==> src/rtl/bk_pulse_monitor.sv <==
// bk_pulse_monitor: receive side of the breakdown feedback pulse link.
// Synchronises the asynchronous feedback pulse, measures each pulse's high
// width and rise-to-rise period, checks both against acceptance windows and
// reports per-pulse verdicts, a qualified link-OK status and loss of pulse.
//
// Ports:
//   i_clk_25m     25 MHz clock, all logic on its rising edge
//   i_rst         synchronous active-high reset
//   i_bk_pulse    asynchronous feedback pulse
//   o_width       last measured high width, in clocks
//   o_period      last measured rise-to-rise period, in clocks
//   o_meas_valid  one-cycle strobe marking a new o_width/o_period report
//   o_pulse_good  verdict for the current report (valid with o_meas_valid)
//   o_ok          link qualified after P_GOOD_CNT consecutive good reports
//   o_lost        no rising edge seen for P_TIMEOUT clocks
module bk_pulse_monitor #(
  parameter int unsigned P_CNT_W      = 20,
  parameter int unsigned P_WIDTH_MIN  = 700,
  parameter int unsigned P_WIDTH_MAX  = 1050,
  parameter int unsigned P_PERIOD_MIN = 475000,
  parameter int unsigned P_PERIOD_MAX = 525000,
  parameter int unsigned P_TIMEOUT    = 750000,
  parameter int unsigned P_GOOD_CNT   = 3
) (
  input  logic               i_clk_25m,
  input  logic               i_rst,
  input  logic               i_bk_pulse,
  output logic [P_CNT_W-1:0] o_width,
  output logic [P_CNT_W-1:0] o_period,
  output logic               o_meas_valid,
  output logic               o_pulse_good,
  output logic               o_ok,
  output logic               o_lost
);

  localparam int unsigned GOOD_W = $clog2(P_GOOD_CNT + 1);

  typedef enum logic [1:0] {
    S_WAIT = 2'd0,
    S_HIGH = 2'd1,
    S_LOW  = 2'd2
  } state_e;

  state_e               state_q, state_d;
  logic                 sync1_q, sync1_d;
  logic                 sync2_q, sync2_d;
  logic                 hist_q, hist_d;
  logic [1:0]           fill_q, fill_d;
  logic                 armed_q, armed_d;
  logic [P_CNT_W-1:0]   width_cnt_q, width_cnt_d;
  logic [P_CNT_W-1:0]   period_cnt_q, period_cnt_d;
  logic [P_CNT_W-1:0]   width_lat_q, width_lat_d;
  logic                 width_ok_q, width_ok_d;
  logic [GOOD_W-1:0]    good_cnt_q, good_cnt_d;
  logic [P_CNT_W-1:0]   width_q, width_d;
  logic [P_CNT_W-1:0]   period_q, period_d;
  logic                 meas_valid_q, meas_valid_d;
  logic                 pulse_good_q, pulse_good_d;
  logic                 ok_q, ok_d;
  logic                 lost_q, lost_d;

  logic                 rise_c;
  logic                 fall_c;
  logic                 timeout_c;
  logic                 period_in_win_c;
  logic                 width_in_win_c;

  assign o_width      = width_q;
  assign o_period     = period_q;
  assign o_meas_valid = meas_valid_q;
  assign o_pulse_good = pulse_good_q;
  assign o_ok         = ok_q;
  assign o_lost       = lost_q;

  // Edge detection on the synchronised signal; rises only count once armed.
  assign rise_c    = armed_q & sync2_q & ~hist_q;
  assign fall_c    = ~sync2_q & hist_q;
  assign timeout_c = (period_cnt_q == P_CNT_W'(P_TIMEOUT));

  assign width_in_win_c  = (width_cnt_q >= P_CNT_W'(P_WIDTH_MIN)) &&
                           (width_cnt_q <= P_CNT_W'(P_WIDTH_MAX));
  assign period_in_win_c = (period_cnt_q >= P_CNT_W'(P_PERIOD_MIN)) &&
                           (period_cnt_q <= P_CNT_W'(P_PERIOD_MAX));

  // Next-state and output logic.
  always_comb begin
    state_d      = state_q;
    sync1_d      = i_bk_pulse;
    sync2_d      = sync1_q;
    hist_d       = sync2_q;
    fill_d       = {fill_q[0], 1'b1};
    armed_d      = armed_q;
    width_cnt_d  = width_cnt_q;
    period_cnt_d = period_cnt_q;
    width_lat_d  = width_lat_q;
    width_ok_d   = width_ok_q;
    good_cnt_d   = good_cnt_q;
    width_d      = width_q;
    period_d     = period_q;
    meas_valid_d = 1'b0;
    pulse_good_d = pulse_good_q;
    ok_d         = ok_q;
    lost_d       = lost_q;

    // The synchroniser stages are zero straight after reset, so a low is only
    // believed once both stages hold real samples of the pin.
    if (fill_q[1] && !sync2_q) begin
      armed_d = 1'b1;
    end

    case (state_q)
      S_WAIT: begin
        if (rise_c) begin
          width_cnt_d  = P_CNT_W'(1);
          period_cnt_d = P_CNT_W'(1);
          lost_d       = 1'b0;
          state_d      = S_HIGH;
        end
      end

      S_HIGH: begin
        if (timeout_c) begin
          lost_d     = 1'b1;
          good_cnt_d = '0;
          ok_d       = 1'b0;
          state_d    = S_WAIT;
        end else begin
          width_cnt_d  = width_cnt_q + P_CNT_W'(1);
          period_cnt_d = period_cnt_q + P_CNT_W'(1);
          if (fall_c) begin
            width_lat_d = width_cnt_q;
            width_ok_d  = width_in_win_c;
            state_d     = S_LOW;
          end
        end
      end

      S_LOW: begin
        // A rise on the timeout cycle still reports, with a saturated period.
        if (rise_c) begin
          width_d      = width_lat_q;
          period_d     = period_cnt_q;
          meas_valid_d = 1'b1;
          pulse_good_d = width_ok_q & period_in_win_c;
          if (width_ok_q && period_in_win_c) begin
            if (good_cnt_q != GOOD_W'(P_GOOD_CNT)) begin
              good_cnt_d = good_cnt_q + GOOD_W'(1);
            end
          end else begin
            good_cnt_d = '0;
          end
          ok_d         = (good_cnt_d == GOOD_W'(P_GOOD_CNT));
          width_cnt_d  = P_CNT_W'(1);
          period_cnt_d = P_CNT_W'(1);
          state_d      = S_HIGH;
        end else if (timeout_c) begin
          lost_d     = 1'b1;
          good_cnt_d = '0;
          ok_d       = 1'b0;
          state_d    = S_WAIT;
        end else begin
          period_cnt_d = period_cnt_q + P_CNT_W'(1);
        end
      end

      default: begin
        state_d = S_WAIT;
      end
    endcase
  end

  // State and output registers.
  always_ff @(posedge i_clk_25m) begin
    if (i_rst) begin
      state_q      <= S_WAIT;
      sync1_q      <= 1'b0;
      sync2_q      <= 1'b0;
      hist_q       <= 1'b0;
      fill_q       <= '0;
      armed_q      <= 1'b0;
      width_cnt_q  <= '0;
      period_cnt_q <= '0;
      width_lat_q  <= '0;
      width_ok_q   <= 1'b0;
      good_cnt_q   <= '0;
      width_q      <= '0;
      period_q     <= '0;
      meas_valid_q <= 1'b0;
      pulse_good_q <= 1'b0;
      ok_q         <= 1'b0;
      lost_q       <= 1'b0;
    end else begin
      state_q      <= state_d;
      sync1_q      <= sync1_d;
      sync2_q      <= sync2_d;
      hist_q       <= hist_d;
      fill_q       <= fill_d;
      armed_q      <= armed_d;
      width_cnt_q  <= width_cnt_d;
      period_cnt_q <= period_cnt_d;
      width_lat_q  <= width_lat_d;
      width_ok_q   <= width_ok_d;
      good_cnt_q   <= good_cnt_d;
      width_q      <= width_d;
      period_q     <= period_d;
      meas_valid_q <= meas_valid_d;
      pulse_good_q <= pulse_good_d;
      ok_q         <= ok_d;
      lost_q       <= lost_d;
    end
  end

endmodule

==> config.mk <==
export PLATFORM = sky130hd
export DESIGN_NAME = bk_pulse_monitor
export DESIGN_NICKNAME = d
export VERILOG_FILES = /design/src/rtl/bk_pulse_monitor.sv
export SDC_FILE = /design/constraint.sdc
export NUM_CORES = 1
export LEC_CHECK = 0
export CORE_AREA = 2 2 104 106
export DETAILED_ROUTE_END_ITERATION = 8
export DIE_AREA = 0 0 106 108
export PLACE_DENSITY = 0.81
export SLEW_MARGIN = 20
export SYNTH_ARGS = -nofsm -noshare
export SYNTH_HDL_FRONTEND = slang
export SYNTH_SLANG_ARGS = --single-unit
==> constraint.sdc <==
create_clock -name i_clk_25m -period 2.95 [get_ports i_clk_25m]
set_input_delay 0.59 -clock i_clk_25m [delete_from_list [all_inputs] [get_ports i_clk_25m]]
set_output_delay 0.59 -clock i_clk_25m [all_outputs]
set_load 0.005 [all_outputs]
==> CHANGELOG.md, run 1 <==
### Implementation results

* CP Capture Point: width_cnt_q[10]
* Nets at 644
* Critical path required time at 3.33 ns
* Pin count of the biggest net entering global routing at 33
* N_taps at 136
* Vias at 4531
* DRC at 0
* Flops & latches, synth at 115
* Comb area share at 40.13%
* Fin area at 6188 um^2
* DRT Pass-1 Iters at 5
* Combinational gates at 425
* Hold EP: hist_d
* CTS H-tree depth at 4
* Registers at 115
* EDFF count, synth at 0
* Fp_density at 49.15%
* Post-synth top flop: dfxtp_1
* Total gr overflow at 0
* Mux area share at 4.777%
* Final core utilization at 60.49%
* Register area at 2302 um^2
* Synth Area per Inst at 8.381 um^2
* Largest cell class: multi-input combinational cells
* CTS tree: built
* Reg-to-Reg Start: state_q[0]
* RR Endpoint: width_cnt_q[10]
* Plain + repair buffers at 59
* Synth Net Count at 611
* Via/cell ratio at 5.794
* Met2 GRT Util at 40.32%
* Period utilisation layout at 86.70%
* CP Data Arrival Time at 2.93 ns
* Top Layer Used: met4
* Post-cts hold-fix buffer tally at 0
* Peak Freq at 0.3910 GHz
* Routed metal-1 wirelength at 5229 um
* Routing usage on met1 at 26.51%
* GP Congestion at 0.8893
* Status: finished, final reports clean
* Yosys cell count at 600
* Worst Hold Depth at 1
* Simple share at 23.69%
* Pleak at 2.018 nW
* Gate Count Post-Synth at 600
* OpenROAD warning count at 32
* Area growth from synthesis to layout at 23.07%
* # fillers at 856
* Clock slew at reported path FFs at 0.06 ns
* Post-layout worst setup margin at 0.3924 ns
* Initial antenna violation count at 0
* RSZ-0062 raised after global routing: false
* Critical setup path kind: flip-flop to flip-flop
* Clk buf depth at 2
* Post-DRT Antenna Nets at 0
* Synth Warn # at 0
* Post-CTS Resized at 0
* Port Buffers at 46
* Main logic family: simple AND/OR/NAND/NOR gates
* Critical Path Source: state_q[0]
* Clk latency late pin at 0.51 ns
* Path depth of the worst reg2reg path at 8
* Layout cells sized above 1 at 8.824%
* Met2 routed WL at 6428 um
* Detailed Place HPWL at 8067 um
* Global route hottest layer: met2
* Ao+oa area frac at 15.55%
* Post-Synth Adder-Cell Area at 1.991%
* Ys async rst share at 0%
* Post-CTS setup buffers at 0
* Drt initial violations at 288
* I/O Pins at 47
* DP Cell Count at 750
* CP Cell Sequence: inv_1, ha_1, or2_4, a21oi_1, a21bo_2, o21ai_0, buf_4, a21oi_1
* Reg2reg setup slack at 0.39 ns
* Antenna cells at 0
* Die area at 11450 um^2
* CP max stage delay at 0.38 ns
* Worst slack at placement at 0.4625 ns
* Crit-path most repeated cell: a21oi_1
* Worst path slowest cell: a21bo_2
* Final clock skew at 0.009905 ns
* P per Cell Area at 651.8 nW/um^2
* Setup TNS at 0 ns
* Global-route wire length before repair at 20800 um
* Gate Area at 2484 um^2
* Non-Clock Inverter Count at 15
* Max rail drop VDD at 0.4026 mV
* Clock-cell share of area at 10.07%
* Distinct lib cells used at 56
* Seq share, synth at 45.78%
* Worst hold slack at 0.4349 ns
* Final hold violation count at 0
* XOR Share, Synth at 3.309%
* Tmin final at 2.558 ns
* Slew HR at 39.18%
* Vias in the first global route at 4372
-- run 1: state kept, by name (all words and copies together), names as in the netlist, 2 cells and up --
| signal | cells |
|---|---|
| good_cnt_q | 2 |
| state_q | 2 |
| o_period | 20 |
| period_cnt_q | 20 |
| o_width | 20 |
| width_lat_q | 20 |
| width_cnt_q | 20 |
| fill_q | 2 |
-- run 1: worst max-delay path: cells and delay by family (launching register included) --
kind,cells,cell delay [ns]
AOI/OAI and AO/OA,4,1.06
adders and majority gates,1,0.32
buffers and inverters,2,0.38
and+or+nand+nor,1,0.30
DFF,1,0.36
-- run 1: layout by cell type (no fill, tap or decap), drive strengths merged, types with 4 or more instances in the layout --
master	count
o31ai	7
o32ai	5
nand3	19
or4	11
xor2	8
a31oi	7
and2	5
clkbuf	20
a2111oi	6
clkinvlp	4
ha	8
nor3	10
and3	4
clkdlybuf4s50	45
inv	16
dfxtp	115
a211oi	5
nand2	103
mux2i	24
nor2	55
o21ai	10
xnor2	11
nor4	7
a21oi	68
bufinv	4
buf	14
or3	4
nand4	12
-- run 1: cells in the mapped netlist (9+ instances only) --
library cell	instances	share of area, %
dfxtp_1	115	46
nand2_1	103	7.7
a21oi_1	68	6.8
nor2_1	55	4.1
clkbuf_1	33	2.5
mux2i_1	24	4.8
nand3_1	19	1.9
inv_1	14	1.0
nand4_1	12	1.5
or4_1	11	1.6
xnor2_1	11	1.9
nor3_1	10	1.0
o21ai_0	9	0.90
-- run 1: cell families after synthesis --
kind of cell | Yosys count
adders and majority gates | 8
muxes | 24
xor gates and xnor gates | 19
buffers and inverters | 60
AOI/OAI and AO/OA | 125
DFF | 115
and+or+nand+nor | 249
-- run 1: report_power, final --
part	switching (mW)	internal [mW]
clock	0.727	1.42
sequential	0.0241	1.57
combinational	0.205	0.0897
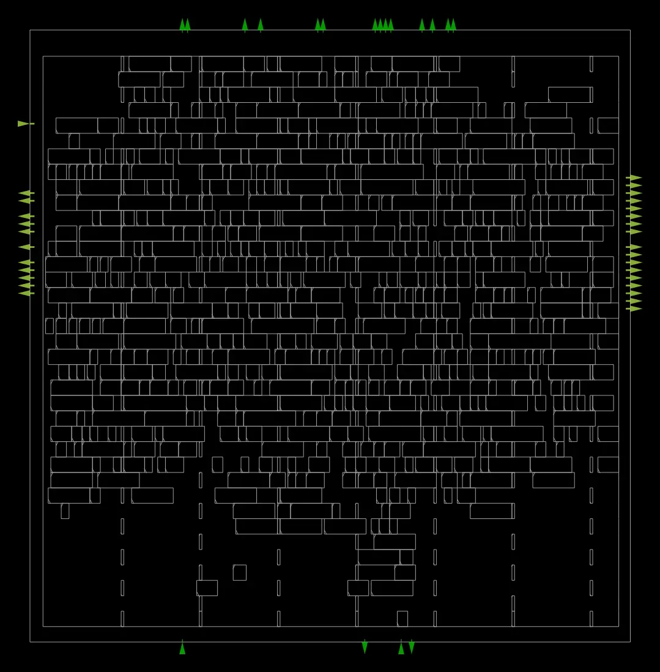
**Above:** run 1 (placement view).
Core Region: 10230 um^2
flop share of the area: 37.20%

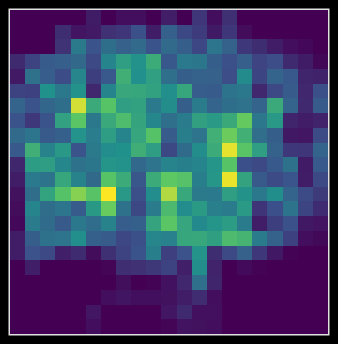
**Above:** run 1 (wire density map).
Scale: 3 px per um. 21 x 22 tiles, from dark purple (low) to yellow (high), scaled to the fullest tile. Values are wire area over tile area, all layers added.
nearly empty tiles: 23%
mean over tiles: 0.17
emptiest ninth of the die: lower right
fullest tile: 0.66
densest ninth of the die: centre
tiles over half the peak: 18%
drt total wl: 12480 um
Total GRT Usage: 22.66%
drt wl/cell: 15.95 um

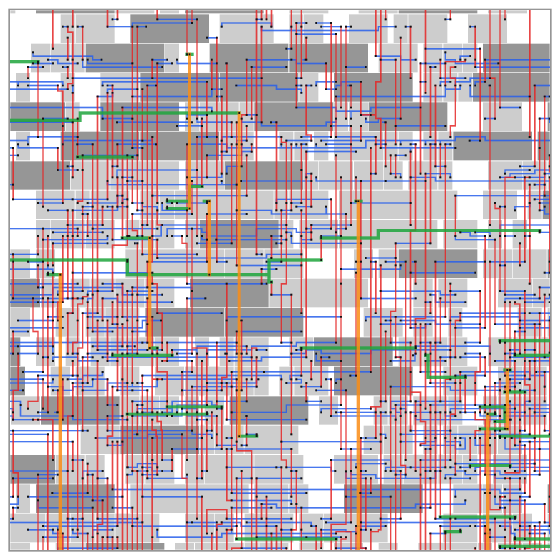
**Above:** run 1 (zoomed window).
Region (28, 51) to (78, 101) um. Cells in grey, sequential cells in the stronger grey; small squares are vias.
| layer | colour |
|---|---|
| metal 1 | blue |
| metal 4 | orange |
| metal 3 | green |
| metal 2 | red |
netlist names of flops here include: `width_cnt_q` (9), `width_lat_q` (8), `o_width` (6)
sequential cells in the window: 31
most frequent: nand2_1 (37), dfxtp_1 (31), a21oi_1 (27)
cells with their middle in the window: 224

**Run 1: sizing map**

Scale: 2 px per um.
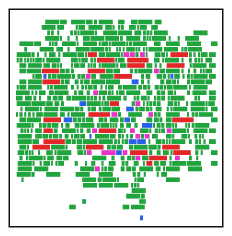

==> run 2: changes to the inputs <==
--- a/config.mk
+++ b/config.mk
@@ -5,10 +5,10 @@
 export SDC_FILE = /design/constraint.sdc
 export NUM_CORES = 1
 export LEC_CHECK = 0
-export CORE_AREA = 2 2 104 106
+export CORE_AREA = 2 2 109 111
 export DETAILED_ROUTE_END_ITERATION = 8
-export DIE_AREA = 0 0 106 108
-export PLACE_DENSITY = 0.81
+export DIE_AREA = 0 0 111 113
+export PLACE_DENSITY = 0.75
 export SLEW_MARGIN = 20
 export SYNTH_ARGS = -nofsm -noshare
 export SYNTH_HDL_FRONTEND = slang
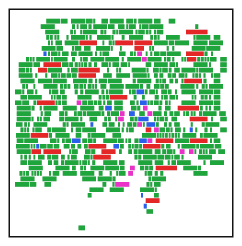
**Above:** run 2 (sizing map).
Scale: 2 px per um.
| size | colour | cells | share |
|---|---|---|---|
| _2 cells | blue | 15 | 2.3% |
| _3 and _4 cells | magenta | 15 | 2.3% |
| _6 and larger | red | 28 | 4.3% |
| _0 and _1 cells | green | 590 | 91% |
post-layout worst setup margin: 0.3424 ns
Plain + repair buffers: 61
fin area: 6251 um^2
area growth from synthesis to layout: 24.31%

==> run 2 against run 1 <==
Effect of this change:
- via count down 2.6%
- combinational power up 2%
- largest power group unchanged
- first-iteration DRC count down 28%
- register-to-register slack worse by 0.05 ns
- routed wire length down 4.9%
- clock power up 2%
- critical path depth unchanged
- setup slack worse by 0.050 ns
- total power up 1.1%
- non-clock buffer count up 2
- largest cell class unchanged
- sequential power about the same
- cell count up 1.2%
==> CHANGELOG.md, run 2 <==
### Implementation results

* CP Data Arrival Time at 2.89 ns
* Crit-path most repeated cell: a21oi_1
* Period utilisation layout at 88.39%
* Initial antenna violation count at 0
* Total gr overflow at 0
* Final hold violation count at 0
* Post-synth top flop: dfxtp_1
* Global-route wire length before repair at 19910 um
* Synth Warn # at 0
* Commonest cells post-synth: 115 x dfxtp_1, 103 x nand2_1, 68 x a21oi_1
* Vias at 4415
* Status: finished, final reports clean
* Synth Area per Inst at 8.381 um^2
* Mux area share at 4.777%
* Buf+Inv Stages, Crit Path at 2
* Vias in the first global route at 4147
* Clk buf depth at 2
* Distinct lib cells used at 56
* Final core utilization at 55.46%
* Drt total wl at 11870 um
* Post-cts hold-fix buffer tally at 0
* Clk latency late pin at 0.41 ns
* Reg-to-Reg Start: state_q[0]
* P per Cell Area at 652.3 nW/um^2
* Final clock skew at 0.009739 ns
* I/O Pins at 47
* Flops & latches, synth at 115
* Ao+oa area frac at 15.55%
* DRC at 0
* Tmin final at 2.608 ns
* Path depth of the worst reg2reg path at 8
* Layout cells sized above 1 at 8.951%
* Peak Freq at 0.3835 GHz
* OpenROAD warning count at 32
* Core Region at 11270 um^2
* GP Congestion at 0.8650
* Worst path slowest cell: o21ai_0
* Hold EP: fill_q[1]
* Port Buffers at 46
* Most common cell in the netlist: dfxtp_1
* Worst Hold Depth at 1
* Slew HR at 40.60%
* Post-DRT Antenna Nets at 0
* Drt wl/cell at 15.01 um
* Ys async rst share at 0%
* CTS tree: built
* Pleak at 2.061 nW
* Setup TNS at 0 ns
* RR Endpoint: width_cnt_q[19]
* Most numerous logic cell after layout: dfxtp_1
* Antenna cells at 0
* Synth Net Count at 611
* Largest type area fraction at 45.78%
* Top Layout Cells: 115 x dfxtp_1, 103 x nand2_1, 67 x a21oi_1
* RSZ-0062 raised after global routing: false
* Fp_density at 44.61%
* Yosys cell count at 600
* Post-synth top area cell: dfxtp_1
* Clock slew at reported path FFs at 0.05 ns
* Pin count of the biggest net entering global routing at 85
* Main area contributors: dfxtp_1 46%, nand2_1 7.7%, a21oi_1 6.8%
* Critical path required time at 3.23 ns
* Gate Count Post-Synth at 600
* Via/cell ratio at 5.582
* Post-CTS setup buffers at 0
* CP max stage delay at 0.51 ns
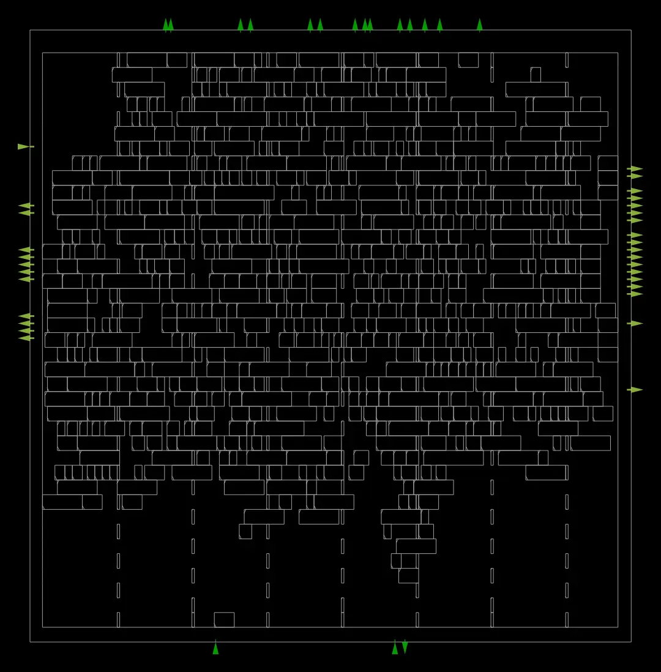
**Above:** run 2 (placement view).
registers: 115
n_taps: 143
row cnt: 39

-- run 2: area by class of cell --
class / count / area [um^2]
Clock inverter: 9 / 148.9
Timing Repair Buffer: 61 / 593.1
Tap cell: 143 / 178.9
Inverter: 15 / 56.30
Multi-Input combinational cell: 425 / 2484
Sequential cell: 115 / 2302
Fill cell: 991 / 5021
Clock buffer: 23 / 488.0
-- run 2: metal layers --
layer / vias to the layer above / routed length, um / track usage, %
li1: 2182 / - / -
met5: - / 0 / 0
met1: 2069 / 5032 / 22.72
met2: 141 / 5922 / 33.70
met3: 23 / 597 / 5.517
met4: 0 / 316 / 8.667
-- run 2: worst max path at each step --
stage          slack [ns]       start              end  cells past startpoint
3_5_place_dp         0.46  state_q[0]  width_cnt_q[10]                      8
4_1_cts              0.38  state_q[0]  width_cnt_q[19]                      8
3_3_place_gp         0.55  state_q[0]  width_cnt_q[19]                      7
6_report             0.34  state_q[0]  width_cnt_q[19]                      8
2_1_floorplan        0.63  state_q[0]  width_cnt_q[19]                      8
5_1_grt              0.11  state_q[0]  width_cnt_q[10]                      8
-- run 2: stage by stage --
step / hold slack [ns] / worst slack [ns] / power, mW / std cells / area, um^2
after floorplan: 0.4138 / 0.6261 / 1.845 / 600 / 5029
after global placement: 0.4196 / 0.5545 / 1.907 / 759 / 5614
after detailed placement: 0.4287 / 0.4558 / 1.918 / 759 / 5614
after CTS: 0.4413 / 0.3755 / 4.107 / 791 / 6251
after global routing: 0.4498 / 0.1114 / 4.219 / 791 / 6251
final: 0.4431 / 0.3424 / 4.077 / 791 / 6251
-- run 2: where the power goes --
group          leakage (nW)  internal (mW)  switching, mW  total (mW)
clock                 0.317           1.50          0.681        2.18
sequential            0.927           1.57         0.0245        1.60
combinational         0.816         0.0962          0.204       0.300
==> run 3: changes to the inputs <==
--- a/config.mk
+++ b/config.mk
@@ -5,7 +5,9 @@
 export SDC_FILE = /design/constraint.sdc
 export NUM_CORES = 1
 export LEC_CHECK = 0
+export CAP_MARGIN = 15
 export CORE_AREA = 2 2 109 111
+export CTS_CLUSTER_SIZE = 16
 export DETAILED_ROUTE_END_ITERATION = 8
 export DIE_AREA = 0 0 111 113
 export PLACE_DENSITY = 0.75
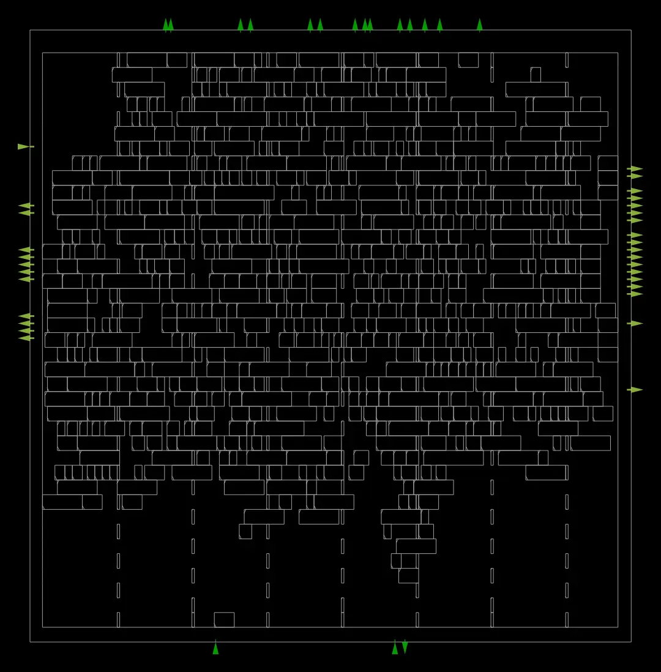
**Above:** run 3 (placement view).
Non-Filler Instances: 791
# fillers: 991
flop share of the area: 36.83%
Core Region: 11270 um^2

==> run 3 against run 2 <==
Effect of this change:
- global-route usage is the same
- clock skew is the same
- setup slack unchanged
- combinational power hardly changed
- non-clock buffer count unchanged
- critical path depth did not move
- first-iteration DRC count unchanged
- sequential share of layout area unchanged
- worst hold slack stayed put
- synthesized cell count unchanged
- clock power barely moved
- critical endpoint unchanged
- highest routed layer unchanged
==> CHANGELOG.md, run 3 <==
### Implementation results

* Initial antenna violation count at 0
* Post-synth top area cell: dfxtp_1
* CP Cell Sequence: inv_1, ha_1, or2_4, a21oi_1, a21bo_2, o21ai_0, buf_4, a21oi_1
* Nets at 646
* Final clock skew at 0.009739 ns
* Hold Crit Class: flip-flop to flip-flop
* Share of power burned in registers at 39.2%
* Post-CTS Resized at 0
* Setup TNS at 0 ns
* Final hold violation count at 0
* Drt wl/cell at 15.01 um
* Vias at 4415
* Post-DRT Antenna Nets at 0
* Critical Path Source: state_q[0]
* DRT Pass-1 Iters at 5
* CTS H-tree depth at 4
* Critical path required time at 3.23 ns
* Worst slack at placement at 0.4558 ns
* Critical path capture point type: flip-flop
* Via/cell ratio at 5.582
* Largest type area fraction at 45.78%
* Crit-path most repeated cell: a21oi_1
* Largest fanout on the critical path at 21
* Drt initial violations at 206
* Post-place instance area at 5614 um^2
* Slew HR at 40.60%
* DRC at 0
* Worst Hold Depth at 1
* Total gr overflow at 0
* Post-route total power at 4.077 mW
* Reg2reg setup slack at 0.34 ns
* Pleak at 2.061 nW
* Drt total wl at 11870 um
* Max Slew Vio Count at 0
* Worst path slowest cell: o21ai_0
* Syn Std Cell Area at 5029 um^2
* Synth Area per Inst at 8.381 um^2
* Ys async rst share at 0%
* GP Congestion at 0.8650
* Horiz. Die Dim at 111 um
* Post-layout worst setup margin at 0.3424 ns
* Yosys cell count at 600
* Fp_density at 44.61%
* Row cnt at 39
* Worst path depth at 8
* Gate Count Post-Synth at 600
* Die area at 12540 um^2
* CP startpoint kind: flip-flop
* Layout cells sized above 1 at 8.951%
* Reg-to-Reg Start: state_q[0]
* Flops & latches, synth at 115
* Most numerous logic cell after layout: dfxtp_1
* Critical setup path kind: flip-flop to flip-flop
* Most common cell in the netlist: dfxtp_1
* TritonCTS Buffers at 17
* Synth Warn # at 0
* Final core utilization at 55.46%
* Synth Net Count at 611
* Worst slew pin tran at 0.8863 ns
* Distinct lib cells used at 56
* I/O Pins at 47
* DP Cell Count at 759
* Clk latency late pin at 0.41 ns
* Post-CTS setup buffers at 0
* Sw Pwr at 909.1 uW
* EDFF count, synth at 0
* Clock Power Share at 53.5%
* Fin area at 6251 um^2
* Antenna cells at 0
* Max-cap viol count at 0
* Detailed Place HPWL at 7855 um
* Switch share at 22.30%
* Commonest cells post-synth: 115 x dfxtp_1, 103 x nand2_1, 68 x a21oi_1
* Post-synth top flop: dfxtp_1
* Comb power frac at 7.4%
* Clk buf depth at 2
* Clock slew at reported path FFs at 0.05 ns
* Synthesis area per yosys at 5029 um^2
* Power Internal at 3.168 mW
* Vias in the first global route at 4147
* Area growth from synthesis to layout at 24.31%
* Status: finished, final reports clean
* Peak Freq at 0.3835 GHz
* Period utilisation layout at 88.39%
* Buf+Inv Stages, Crit Path at 2
* RR Endpoint: width_cnt_q[19]
* CP Data Arrival Time at 2.89 ns
* Root Driver: clkbuf_16
* Tmin final at 2.608 ns
* Main area contributors: dfxtp_1 46%, nand2_1 7.7%, a21oi_1 6.8%
* Total GRT Usage at 19.53%
* Clk sinks at 115
* Seq share, synth at 45.78%
* # setup viols final at 0
* CTS tree: built
* Port Buffers at 46
* P per Cell Area at 652.3 nW/um^2
* Pin count of the biggest net entering global routing at 85
* Post-cts hold-fix buffer tally at 0
* Global-route wire length before repair at 19910 um
* CP max stage delay at 0.51 ns
* Worst hold slack at 0.4431 ns
* CP Capture Point: width_cnt_q[19]
* Path depth of the worst reg2reg path at 8
* Delay-heaviest family, CP: AND-OR/OR-AND gates
* OpenROAD warning count at 32
* RSZ-0062 raised after global routing: false
* Top Layout Cells: 115 x dfxtp_1, 103 x nand2_1, 67 x a21oi_1
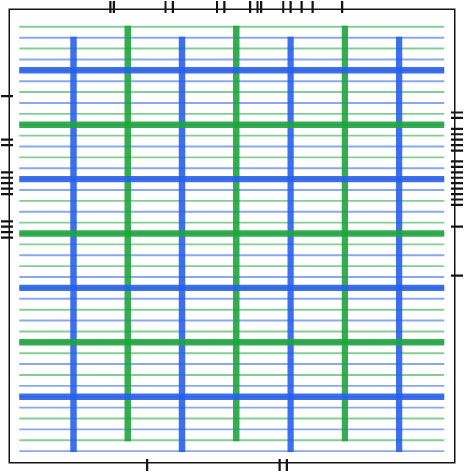
**Above:** run 3 (PDN straps and rails).
Scale: 4 px per um. Pins as bars on the die edge.
| net | colour |
|---|---|
| VDD | green |
| VSS | blue |
met5 straps: 7
signal pins: 47
met4 straps: 7
Die Y: 113 um
Max rail drop VDD: 0.4925 mV

run 3: cell counts in the layout (fill, tap and decap cells not counted):
No cell type changed its count.
run 3: worst min-delay path by stage:
stage                   start         to  slack [ns]
CTS                 fill_q[0]  fill_q[1]        0.44
floorplan           fill_q[0]  fill_q[1]        0.41
finish              fill_q[0]  fill_q[1]        0.44
global placement    fill_q[0]  fill_q[1]        0.42
global route        fill_q[0]  fill_q[1]        0.45
detailed placement  fill_q[0]  fill_q[1]        0.43
run 3: power groups by stage:
stage                     clock, mW  combinational, mW  sequential, mW
final                          2.18              0.300            1.60
after global routing           2.29              0.329            1.60
after CTS                      2.22              0.295            1.60
after detailed placement          0              0.290            1.63
after global placement            0              0.281            1.63
after floorplan                   0              0.223            1.62
run 3: per-layer routing:
| layer | track usage, % | part of all wire [%] |
|---|---|---|
| met1 | 22.72 | 42 |
| met2 | 33.70 | 50 |
| met3 | 5.517 | 5.0 |
| met4 | 8.667 | 2.7 |
| met5 | 0 | 0 |
run 3: layout make-up:
cell class / instances / area (um^2) / area share [%]
well taps: 143 / 178.9 / 2.862
inverters: 15 / 56.30 / 0.9007
clock buffers: 23 / 488.0 / 7.806
flip-flops and latches: 115 / 2302 / 36.83
clock inverters: 9 / 148.9 / 2.382
repair buffers: 61 / 593.1 / 9.488
multi-input cells: 425 / 2484 / 39.73
run 3: cell families (layout without fill, tap and decap cells):
family / count (synthesis) / after routing / synth area share (%)
AND-OR/OR-AND: 125 / 125 / 15.55
XOR/XNOR: 19 / 19 / 3.309
adder cells (fa/ha/maj): 8 / 8 / 1.991
buffers and inverters: 60 / 108 / 4.902
flip-flops: 115 / 115 / 45.78
multiplexers: 24 / 24 / 4.777
AND/OR/NAND/NOR: 249 / 249 / 23.69
Power and IR drop assume default switching activity.
